**config.mk**
```make
export PLATFORM = sky130hd
export DESIGN_NAME = mac_vector_sequencer
export DESIGN_NICKNAME = d
export VERILOG_FILES = /design/src/rtl/mac_vector_sequencer.sv
export SDC_FILE = /design/constraint.sdc
export NUM_CORES = 1
export LEC_CHECK = 0
export CELL_PAD_IN_SITES_DETAIL_PLACEMENT = 0
export CELL_PAD_IN_SITES_GLOBAL_PLACEMENT = 1
export CORE_MARGIN = 1
export CORE_UTILIZATION = 45
export CTS_CLUSTER_SIZE = 25
export DETAILED_ROUTE_END_ITERATION = 10
export MAX_ROUTING_LAYER = met4
export PLACE_DENSITY = 0.82
export SETUP_SLACK_MARGIN = 0.15
export SYNTH_ARGS = -nofsm -noshare
export SYNTH_HDL_FRONTEND = slang
export SYNTH_SLANG_ARGS = --single-unit
export TNS_END_PERCENT = 50
```
**constraint.sdc**
```tcl
create_clock -name clk -period 3.1 [get_ports clk]
set_input_delay 0.93 -clock clk [delete_from_list [all_inputs] [get_ports clk]]
set_output_delay 0.93 -clock clk [all_outputs]
set_load 0.05 [all_outputs]
```
**src/rtl/mac_vector_sequencer.sv**
```systemverilog
// Operand buffer and issue sequencer for a signed MAC: loads VEC_LEN (a,b) pairs, clears the MAC,
// streams the pairs back-to-back, waits out the MAC latency and hands off the dot product.
module mac_vector_sequencer #(
    parameter int unsigned DATA_W  = 8,
    parameter int unsigned VEC_LEN = 4,
    parameter int unsigned MAC_LAT = 1
) (
    input  logic              clk,
    input  logic              reset,
    input  logic              in_valid,
    output logic              in_ready,
    input  logic [DATA_W-1:0] in_a,
    input  logic [DATA_W-1:0] in_b,
    output logic              mac_reset,
    output logic              mac_enable,
    output logic [DATA_W-1:0] mac_a,
    output logic [DATA_W-1:0] mac_b,
    input  logic [DATA_W-1:0] mac_out,
    output logic              res_valid,
    input  logic              res_ready,
    output logic [DATA_W-1:0] res_data,
    output logic              busy
);

    localparam int unsigned IDX_W = (VEC_LEN > 1) ? $clog2(VEC_LEN) : 1;
    localparam int unsigned CNT_W = $clog2(VEC_LEN + MAC_LAT + 1);

    localparam logic [2:0] S_CLEAR = 3'd0;
    localparam logic [2:0] S_LOAD  = 3'd1;
    localparam logic [2:0] S_RUN   = 3'd2;
    localparam logic [2:0] S_DRAIN = 3'd3;
    localparam logic [2:0] S_OUT   = 3'd4;

    logic [2:0]        state_q,      state_d;
    logic [CNT_W-1:0]  cnt_q,        cnt_d;
    logic              mac_reset_q,  mac_reset_d;
    logic              mac_enable_q, mac_enable_d;
    logic [DATA_W-1:0] mac_a_q,      mac_a_d;
    logic [DATA_W-1:0] mac_b_q,      mac_b_d;
    logic              res_valid_q,  res_valid_d;
    logic [DATA_W-1:0] res_data_q,   res_data_d;

    logic [DATA_W-1:0] buf_a_q [VEC_LEN];
    logic [DATA_W-1:0] buf_b_q [VEC_LEN];

    logic              buf_we_c;
    logic [IDX_W-1:0]  wr_idx_c;
    logic [IDX_W-1:0]  rd_idx_c;

    assign wr_idx_c = cnt_q[IDX_W-1:0];
    assign rd_idx_c = IDX_W'(cnt_q + CNT_W'(1));

    // Next-state and registered-output decode
    always_comb begin
        state_d      = state_q;
        cnt_d        = cnt_q;
        mac_reset_d  = 1'b0;
        mac_enable_d = 1'b0;
        mac_a_d      = '0;
        mac_b_d      = '0;
        res_valid_d  = res_valid_q;
        res_data_d   = res_data_q;
        buf_we_c     = 1'b0;

        case (state_q)
            S_CLEAR: begin
                // Pulse is raised on entry from reset, so both paths see exactly one cycle
                if (mac_reset_q) begin
                    state_d = S_LOAD;
                end else begin
                    mac_reset_d = 1'b1;
                end
            end
            S_LOAD: begin
                if (in_valid) begin
                    buf_we_c = 1'b1;
                    if (cnt_q == CNT_W'(VEC_LEN - 1)) begin
                        cnt_d        = '0;
                        state_d      = S_RUN;
                        mac_enable_d = 1'b1;
                        mac_a_d      = buf_a_q[0];
                        mac_b_d      = buf_b_q[0];
                    end else begin
                        cnt_d = cnt_q + CNT_W'(1);
                    end
                end
            end
            S_RUN: begin
                if (cnt_q == CNT_W'(VEC_LEN - 1)) begin
                    cnt_d   = '0;
                    state_d = S_DRAIN;
                end else begin
                    cnt_d        = cnt_q + CNT_W'(1);
                    mac_enable_d = 1'b1;
                    mac_a_d      = buf_a_q[rd_idx_c];
                    mac_b_d      = buf_b_q[rd_idx_c];
                end
            end
            S_DRAIN: begin
                if (cnt_q == CNT_W'(MAC_LAT)) begin
                    cnt_d       = '0;
                    res_data_d  = mac_out;
                    res_valid_d = 1'b1;
                    state_d     = S_OUT;
                end else begin
                    cnt_d = cnt_q + CNT_W'(1);
                end
            end
            S_OUT: begin
                if (res_ready) begin
                    res_valid_d = 1'b0;
                    mac_reset_d = 1'b1;
                    state_d     = S_CLEAR;
                end
            end
            default: begin
                state_d = S_CLEAR;
            end
        endcase
    end

    always_ff @(posedge clk or negedge reset) begin
        if (!reset) begin
            state_q      <= S_CLEAR;
            cnt_q        <= '0;
            mac_reset_q  <= 1'b0;
            mac_enable_q <= 1'b0;
            mac_a_q      <= '0;
            mac_b_q      <= '0;
            res_valid_q  <= 1'b0;
            res_data_q   <= '0;
        end else begin
            state_q      <= state_d;
            cnt_q        <= cnt_d;
            mac_reset_q  <= mac_reset_d;
            mac_enable_q <= mac_enable_d;
            mac_a_q      <= mac_a_d;
            mac_b_q      <= mac_b_d;
            res_valid_q  <= res_valid_d;
            res_data_q   <= res_data_d;
        end
    end

    // Operand buffer; contents are always rewritten before being issued
    always_ff @(posedge clk) begin
        if (buf_we_c) begin
            buf_a_q[wr_idx_c] <= in_a;
            buf_b_q[wr_idx_c] <= in_b;
        end
    end

    assign in_ready   = (state_q == S_LOAD);
    assign busy       = (state_q != S_LOAD);
    assign mac_reset  = mac_reset_q;
    assign mac_enable = mac_enable_q;
    assign mac_a      = mac_a_q;
    assign mac_b      = mac_b_q;
    assign res_valid  = res_valid_q;
    assign res_data   = res_data_q;

endmodule

```
run_1/congestion.png
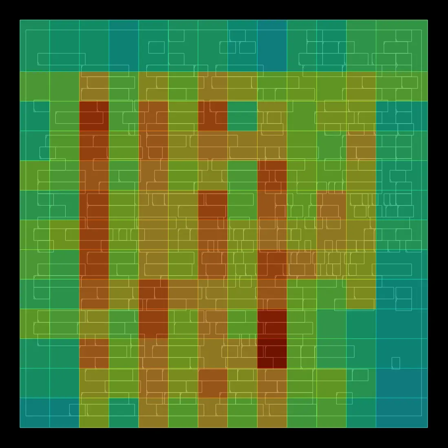
fraction of met2 tracks used by global routing: 26.6%
Global Route met1 Usage: 21.4%
detail-routed net length per standard cell: 17.1 µm

run_1/flops_by_reg.png
(4 px per µm) Other sequential cells in the stronger gray, the rest of the logic in the fainter gray.
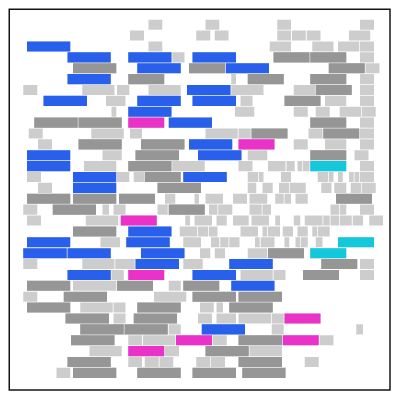
[state_q] cyan | placed flops: 3
[buf_a_q] blue | placed flops: 32
[mac_b] magenta | placed flops: 8
not colored: 54

run_1/placement_by_type.png
(4 px per µm) Fill, decap, tap and diode cells in gray.
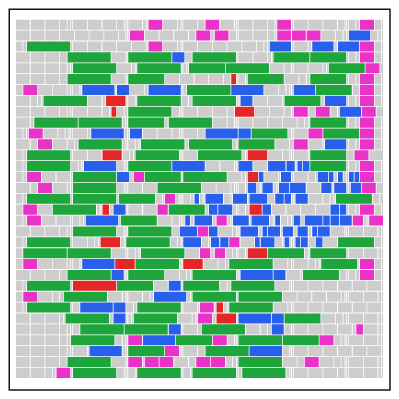
[combinational and other logic] blue | cells: 98
[clock drivers and dummy loads] red | cells: 16
[remaining buffers and delay cells] magenta | cells: 65
[sequential cells] green | cells: 97

run 1: cell families (layout without fill, tap and decap cells):
family	Yosys count	after routing	share of synthesized area, %
AOI/OAI and AO/OA	30	30	6.10
muxes	27	27	13.2
buffers and inverters	19	88	2.91
DFF	97	97	70.9
adders and majority gates	7	7	2.26
and+or+nand+nor	27	27	4.62
run 1: flip-flops by register name, summed over array words and instances (netlist names):
signal and count:
mac_enable 1, state_q 3, buf_a_q 32, mac_reset 1
mac_b 8, res_valid 1, res_data 8, mac_a 8
buf_b_q 32, cnt_q 3
run 1: layout make-up:
type | count | area (µm²)
clock buffers | 11 | 131
clock inverters | 5 | 56.3
fillers | 656 | 3530
inverters | 7 | 26.3
multi-input cells | 91 | 1010
flip-flops and latches | 97 | 2750
well taps | 105 | 131
repair buffers | 65 | 623
run 1: power by group through the flow:
stage | sequential, µW | clock (µW) | combinational, µW
detailed placement | 1810 | 0 | 1900
finish | 1780 | 768 | 1880
floorplan | 2170 | 0 | 993
CTS | 1780 | 795 | 1900
global placement | 1800 | 0 | 1890
global route | 1810 | 840 | 2030
run 1: layer usage:
metal / vias up / share of wire, % / track usage [%]
met5: - / 0 / -
met4: 0 / 1.3 / 7.58
met3: 6 / 4.5 / 2.98
met2: 49 / 49 / 26.6
met1: 996 / 45 / 21.4
li1: 938 / - / -
run 1: worst max-delay path, cell delays in order (launching register included):
cell	delay, ns
sky130_fd_sc_hd__dfrtp_1	0.49
sky130_fd_sc_hd__inv_1	0.13
sky130_fd_sc_hd__nand3b_1	0.09
sky130_fd_sc_hd__inv_1	0.06
sky130_fd_sc_hd__clkdlybuf4s50_1	0.79
==> tab_implementation.tex, run 1 <==
% Table of physical implementation metrics
\begin{tabular}{lr}
\hline
Metric & Value \\
\hline
\multicolumn{2}{l}{\textbf{Floorplan}} \\
X dimension of the die & 94.8 µm \\
Placeable Area & 8260 µm² \\
Starting density of the core & 46.9\% \\
IO Count & 57 \\
Floorplan die area & 8990 µm² \\
\multicolumn{2}{l}{\textbf{Synthesis}} \\
Synth Net Count & 242 \\
Share of synthesized area occupied by flip-flops and latches & 70.9\% \\
Area of the mapped netlist & 3870 µm² \\
Avg Cell Area, Syn & 18.7 µm² \\
Proportion of synthesized flip-flops having asynchronous set or reset & 34.0\% \\
Ys cells & 207 \\
Leading area contributor after synthesis & sky130\_fd\_sc\_hd\_\_edfxtp\_1 \\
\multicolumn{2}{l}{\textbf{Clock tree}} \\
Cell at the root of the clock tree & sky130\_fd\_sc\_hd\_\_clkbuf\_8 \\
TritonCTS buffer count & 9 \\
Hold buffer count at CTS & 0 \\
Register clock-pin slew on the reported worst setup and hold paths & 0.09 ns \\
\multicolumn{2}{l}{\textbf{Placement}} \\
Last weighted congestion value of the routability-driven placer & 0.713 \\
Cell count after placement & 365 \\
\multicolumn{2}{l}{\textbf{Global route}} \\
Antenna violations before repair & 0 \\
Maximum number of pins on one net before global-route repair & 34 \\
Tot GR Track Use & 16.9\% \\
Total congestion overflow after global routing & 0 \\
\multicolumn{2}{l}{\textbf{Drt}} \\
WL final & 6520 µm \\
Remaining antenna violation count after routing & 0 \\
Detailed Route Iter0 Violations & 90 \\
\multicolumn{2}{l}{\textbf{Pwr}} \\
Worst vdd ir & 315 µV \\
Leak & 0.00178 µW \\
Net switching power of the design & 1570 µW \\
Internal Dissipation & 2850 µW \\
\multicolumn{2}{l}{\textbf{Final layout}} \\
Number of nets in the final layout & 306 \\
Diodes inserted & 0 \\
Synthesis-to-finish area growth & 22.1\% \\
Post-route insts no fill & 381 \\
Area of all placed cells without fillers & 4730 µm² \\
Final core utilization & 57.3\% \\
\multicolumn{2}{l}{\textbf{Min path}} \\
Min-delay worst type & flop to flop \\
End of the worst hold path & mac\_a[0]\$\_DFF\_PN0\_ \\
Number of stages on the worst hold path & 1 \\
\multicolumn{2}{l}{\textbf{Setup path}} \\
Worst reg2reg setup slack & 0.87 ns \\
Worst setup SP type & flop \\
Critical Path End Type & output pin \\
\multicolumn{2}{l}{\textbf{Outcome}} \\
Status & finished clean \\
\multicolumn{2}{l}{\textbf{Timing}} \\
Clk\_skew & 0.00865 ns \\
Final min period & 2.83 ns \\
Hold Slack & 0.506 ns \\
Slew Limit Fails & 0 \\
\hline
\end{tabular}
==> inputs of run 2 (changes only) <==
PLACE_DENSITY = 0.84   (was 0.82)
==> tab_implementation.tex, run 2 <==
% Table of physical implementation metrics
\begin{tabular}{lr}
\hline
Metric & Value \\
\hline
\multicolumn{2}{l}{\textbf{Outcome}} \\
Status & finished clean \\
\multicolumn{2}{l}{\textbf{Synthesis}} \\
Synth Net Count & 242 \\
Area of the mapped netlist & 3870 µm² \\
Avg Cell Area, Syn & 18.7 µm² \\
Proportion of synthesized flip-flops having asynchronous set or reset & 34.0\% \\
Leading area contributor after synthesis & sky130\_fd\_sc\_hd\_\_edfxtp\_1 \\
Ys cells & 207 \\
\multicolumn{2}{l}{\textbf{Global route}} \\
Total congestion overflow after global routing & 0 \\
Tot GR Track Use & 17.3\% \\
\multicolumn{2}{l}{\textbf{Drt}} \\
Remaining antenna violation count after routing & 0 \\
WL final & 6690 µm \\
Detailed Route Iter0 Violations & 84 \\
\multicolumn{2}{l}{\textbf{Final layout}} \\
Diodes inserted & 0 \\
Area used by sequential logic in the layout & 2750 µm² \\
Synthesis-to-finish area growth & 22.3\% \\
Leading registers by flop count & buf\_a\_q x32, buf\_b\_q x32 \\
Number of nets in the final layout & 305 \\
Number of fillers in the final layout & 642 \\
\multicolumn{2}{l}{\textbf{Setup path}} \\
Highest-delay cell along the critical path & sky130\_fd\_sc\_hd\_\_clkdlybuf4s50\_1 \\
CP peak stage delay & 0.81 ns \\
Critical Path End Type & output pin \\
CP Buf/Inv Count & 2 \\
Delay-heaviest family, CP & buffers and inverters \\
Worst setup SP type & flop \\
\multicolumn{2}{l}{\textbf{Placement}} \\
Last weighted congestion value of the routability-driven placer & 0.735 \\
\multicolumn{2}{l}{\textbf{Pwr}} \\
Worst vdd ir & 382 µV \\
\multicolumn{2}{l}{\textbf{Min path}} \\
Min-delay worst type & flop to flop \\
Number of stages on the worst hold path & 1 \\
End of the worst hold path & mac\_a[7]\$\_DFF\_PN0\_ \\
\multicolumn{2}{l}{\textbf{Clock tree}} \\
TritonCTS buffer count & 9 \\
Cell at the root of the clock tree & sky130\_fd\_sc\_hd\_\_clkbuf\_8 \\
Hold buffer count at CTS & 0 \\
Register clock-pin slew on the reported worst setup and hold paths & 0.09 ns \\
\multicolumn{2}{l}{\textbf{Floorplan}} \\
Starting density of the core & 46.9\% \\
Floorplan die area & 8990 µm² \\
IO Count & 57 \\
\multicolumn{2}{l}{\textbf{Timing}} \\
Final min period & 2.85 ns \\
\hline
\end{tabular}
## run 2: layout make-up
cell class | count | share of cell area (%)
Tap cell | 105 | 2.77
Timing Repair Buffer | 64 | 13.0
Clock inverter | 6 | 1.58
Clock buffer | 10 | 2.69
Inverter | 7 | 0.554
Sequential cell | 97 | 58.0
Multi-Input combinational cell | 91 | 21.4
## run 2: through the flow
step	instance area [µm²]	hold WS, ns	utilization [%]	std cells
2_1_floorplan	3870	0.463	-	207
3_3_place_gp	4540	0.480	54.9	364
3_5_place_dp	4540	0.489	54.9	364
4_1_cts	4740	0.506	57.4	380
5_1_grt	4740	0.538	57.4	380
6_report	4740	0.502	57.4	380
## run 2: worst max-delay path by stage
stage | cells after the start | end
2_1_floorplan | 3 | in_ready
3_3_place_gp | 4 | buf_a_q[0][0]$_DFFE_PP_
3_5_place_dp | 4 | buf_a_q[0][2]$_DFFE_PP_
4_1_cts | 3 | in_ready
5_1_grt | 3 | busy
6_report | 3 | busy
## run 2: cell families after synthesis
group           count (synthesis)  share of synthesized area [%]
fa+ha+maj                       7                           2.26
buf+inv                        19                           2.91
mux                            27                           13.2
flops                          97                           70.9
simple gates                   27                           4.62
compound gates                 30                           6.10
## run 2: per-layer routing
layer	vias to the layer above	routed length (µm)	track usage (%)	part of all wire [%]
met5	-	0	-	0
met2	48	3430	27.4	51
met3	10	227	3.22	3.4
met4	0	93	7.58	1.4
met1	1039	2930	21.9	44
li1	936	-	-	-
## run 2: what timing repair did
action                     in CTS  in global routing
setup endpoints to repair       0                  2
buffers inserted                0                  0
gates resized                   0                  1
## run 2: where the power goes
| part | total, µW | internal (µW) | switching [µW] |
|---|---|---|---|
| combinational | 1830 | 803 | 1030 |
| clock | 823 | 386 | 437 |
| sequential | 1820 | 1660 | 155 |
| total | 4470 | 2850 | 1620 |
run_2/placement_by_type.png
(4 px per µm) Fill, decap, tap and diode cells in gray.
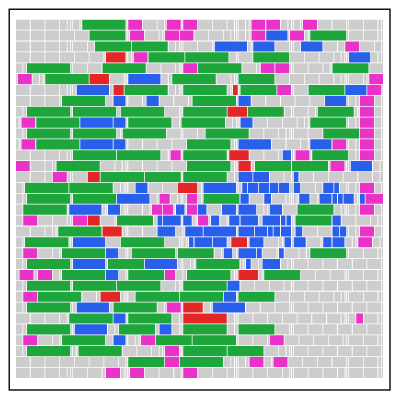
area of all placed cells without fillers: 4740 µm²
Placeable Area: 8260 µm²
final core utilization: 57.4%

run_2/power_grid.png
(4 px per µm) Pins as bars on the die edge.
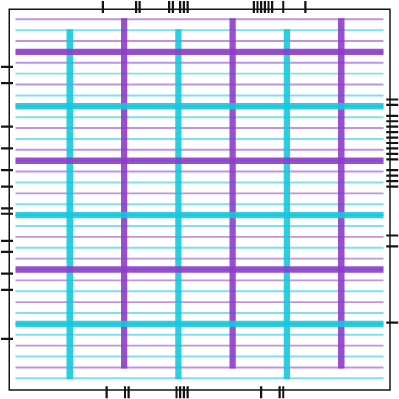
[VSS] cyan
[VDD] purple
met1 rails: 34
met4 straps: 6
signal pins: 57
met5 straps: 6
rows: 33

run_2/clk_routes.png
(6 px per µm)
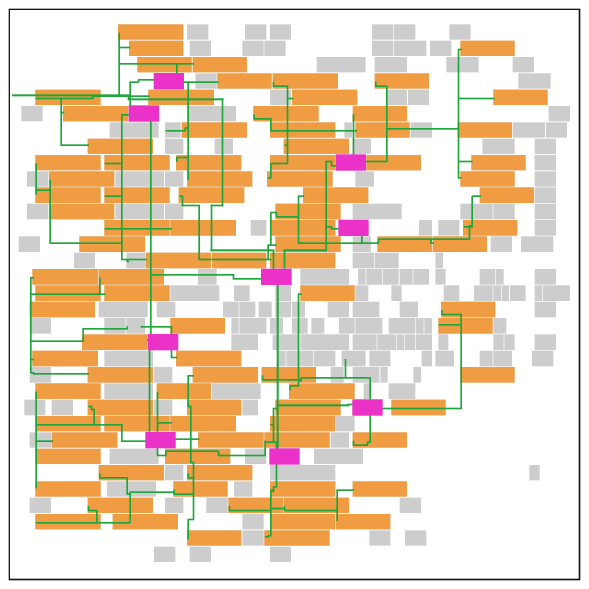
[flip-flops] orange | count: 97
[clock wires] green | length: 1000 µm
[clock drivers] magenta | count: 9
flops lie: all over the die

==> inputs of run 3 (changes only) <==
CTS_BUF_LIST = sky130_fd_sc_hd__clkbuf_2 sky130_fd_sc_hd__clkbuf_4 sky130_fd_sc_hd__clkbuf_8   (was default)
==> tab_implementation.tex, run 3 <==
% Table of physical implementation metrics
\begin{tabular}{lr}
\hline
Metric & Value \\
\hline
\multicolumn{2}{l}{\textbf{Outcome}} \\
Status & finished clean \\
\multicolumn{2}{l}{\textbf{Timing}} \\
Clk\_skew & 0.00698 ns \\
Slew Limit Fails & 0 \\
\multicolumn{2}{l}{\textbf{Global route}} \\
Global-route layer with the greatest usage & met2 \\
Maximum number of pins on one net before global-route repair & 34 \\
Met3 usage in global routing & 3.22\% \\
Total congestion overflow after global routing & 0 \\
\multicolumn{2}{l}{\textbf{Drt}} \\
M1 WL & 2930 µm \\
Met2 wire length & 3430 µm \\
Detailed Route Iter0 Violations & 83 \\
\multicolumn{2}{l}{\textbf{Final layout}} \\
Leading registers by flop count & buf\_a\_q x32, buf\_b\_q x32 \\
Number of nets in the final layout & 305 \\
Number of fillers in the final layout & 640 \\
Area used by sequential logic in the layout & 2750 µm² \\
Footprint of the multi-input gates & 1010 µm² \\
Diodes inserted & 0 \\
\multicolumn{2}{l}{\textbf{Floorplan}} \\
IO Count & 57 \\
Placeable Area & 8260 µm² \\
\multicolumn{2}{l}{\textbf{Min path}} \\
Min-delay worst type & flop to flop \\
\multicolumn{2}{l}{\textbf{Setup path}} \\
Worst setup SP type & flop \\
Cells along the critical path & inv\_1 -> nand3b\_1 -> clkdlybuf4s50\_1 \\
Delay-heaviest family, CP & buffers and inverters \\
CP Buf/Inv Count & 2 \\
Highest-delay cell along the critical path & sky130\_fd\_sc\_hd\_\_clkdlybuf4s50\_1 \\
\multicolumn{2}{l}{\textbf{Clock tree}} \\
Count of buffers added by post-CTS timing repair for setup & 0 \\
Cell at the root of the clock tree & sky130\_fd\_sc\_hd\_\_clkbuf\_8 \\
\multicolumn{2}{l}{\textbf{Synthesis}} \\
Ys cells & 207 \\
\multicolumn{2}{l}{\textbf{Placement}} \\
Cell count after placement & 364 \\
\hline
\end{tabular}
-- run 3: worst reg2reg max path, stage by stage (launching register included) --
cell,delay [ns]
sky130_fd_sc_hd__dfrtp_1,0.55
sky130_fd_sc_hd__buf_4,0.26
sky130_fd_sc_hd__inv_1,0.08
sky130_fd_sc_hd__ha_1,0.76
sky130_fd_sc_hd__mux4_2,0.40
sky130_fd_sc_hd__a22o_1,0.23
-- run 3: kinds of logic after synthesis --
kind of cell	after synthesis	share of synthesized area [%]
multiplexers	27	13.2
flip-flops	97	70.9
AND/OR/NAND/NOR	27	4.62
AND-OR/OR-AND	30	6.10
adder cells (fa/ha/maj)	7	2.26
buffers and inverters	19	2.91
-- run 3: cell type report --
class,instances,area share (%)
clock buffers,10,2.77
clock inverters,6,1.58
inverters,7,0.554
multi-input cells,91,21.4
flip-flops and latches,97,57.9
well taps,105,2.77
repair buffers,64,13.0
-- run 3: power by group --
group / internal (µW) / leakage, µW / switching (µW)
Sequential: 1660 / 0.00101 / 155
Combinational: 803 / 0.000679 / 1030
Clock: 395 / 0.000103 / 437
Total: 2860 / 0.00179 / 1620
-- run 3: path summary, 6_finish.rpt --
kind	depth (start not counted)	start	end
max in group asynchronous	1	reset	mac_b[6]$_DFF_PN0_
min in group asynchronous	1	reset	mac_b[3]$_DFF_PN0_
hold reg to reg	1	buf_a_q[0][7]$_DFFE_PP_	mac_a[7]$_DFF_PN0_
setup / recovery	3	state_q[2]$_DFFE_PN0P_	busy
hold / removal	1	buf_a_q[0][7]$_DFFE_PP_	mac_a[7]$_DFF_PN0_
setup reg to reg	5	cnt_q[0]$_DFFE_PN0P_	mac_a[1]$_DFF_PN0_
run_3/clk_routes.png
(6 px per µm)
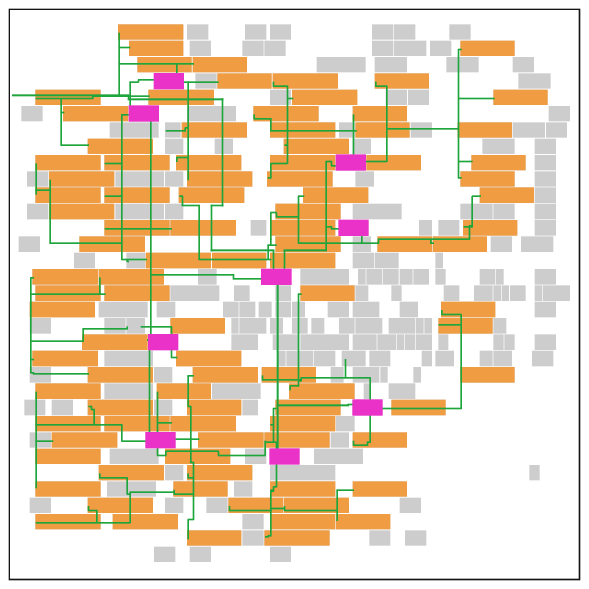
[clock drivers] magenta | count: 9
[clock wires] green | length: 1000 µm
[flip-flops] orange | count: 97
routed clock nets: 10
flops lie: all over the die

run_3/flops_by_reg.png
(4 px per µm) Other sequential cells in the stronger gray, the rest of the logic in the fainter gray.
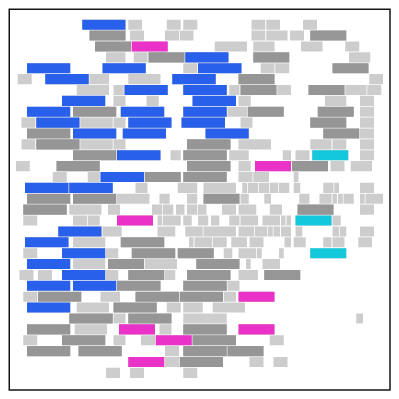
[state_q] cyan | placed flops: 3
[mac_b] magenta | placed flops: 8
[buf_a_q] blue | placed flops: 32

run_3/placement_by_type.png
(4 px per µm) Fill, decap, tap and diode cells in gray.
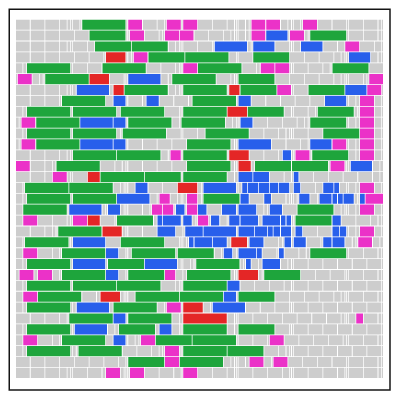
[remaining buffers and delay cells] magenta | cells: 64
[sequential cells] green | cells: 97
[combinational and other logic] blue | cells: 98
[clock drivers and dummy loads] red | cells: 16

Power is estimated from default activity; no workload was simulated.
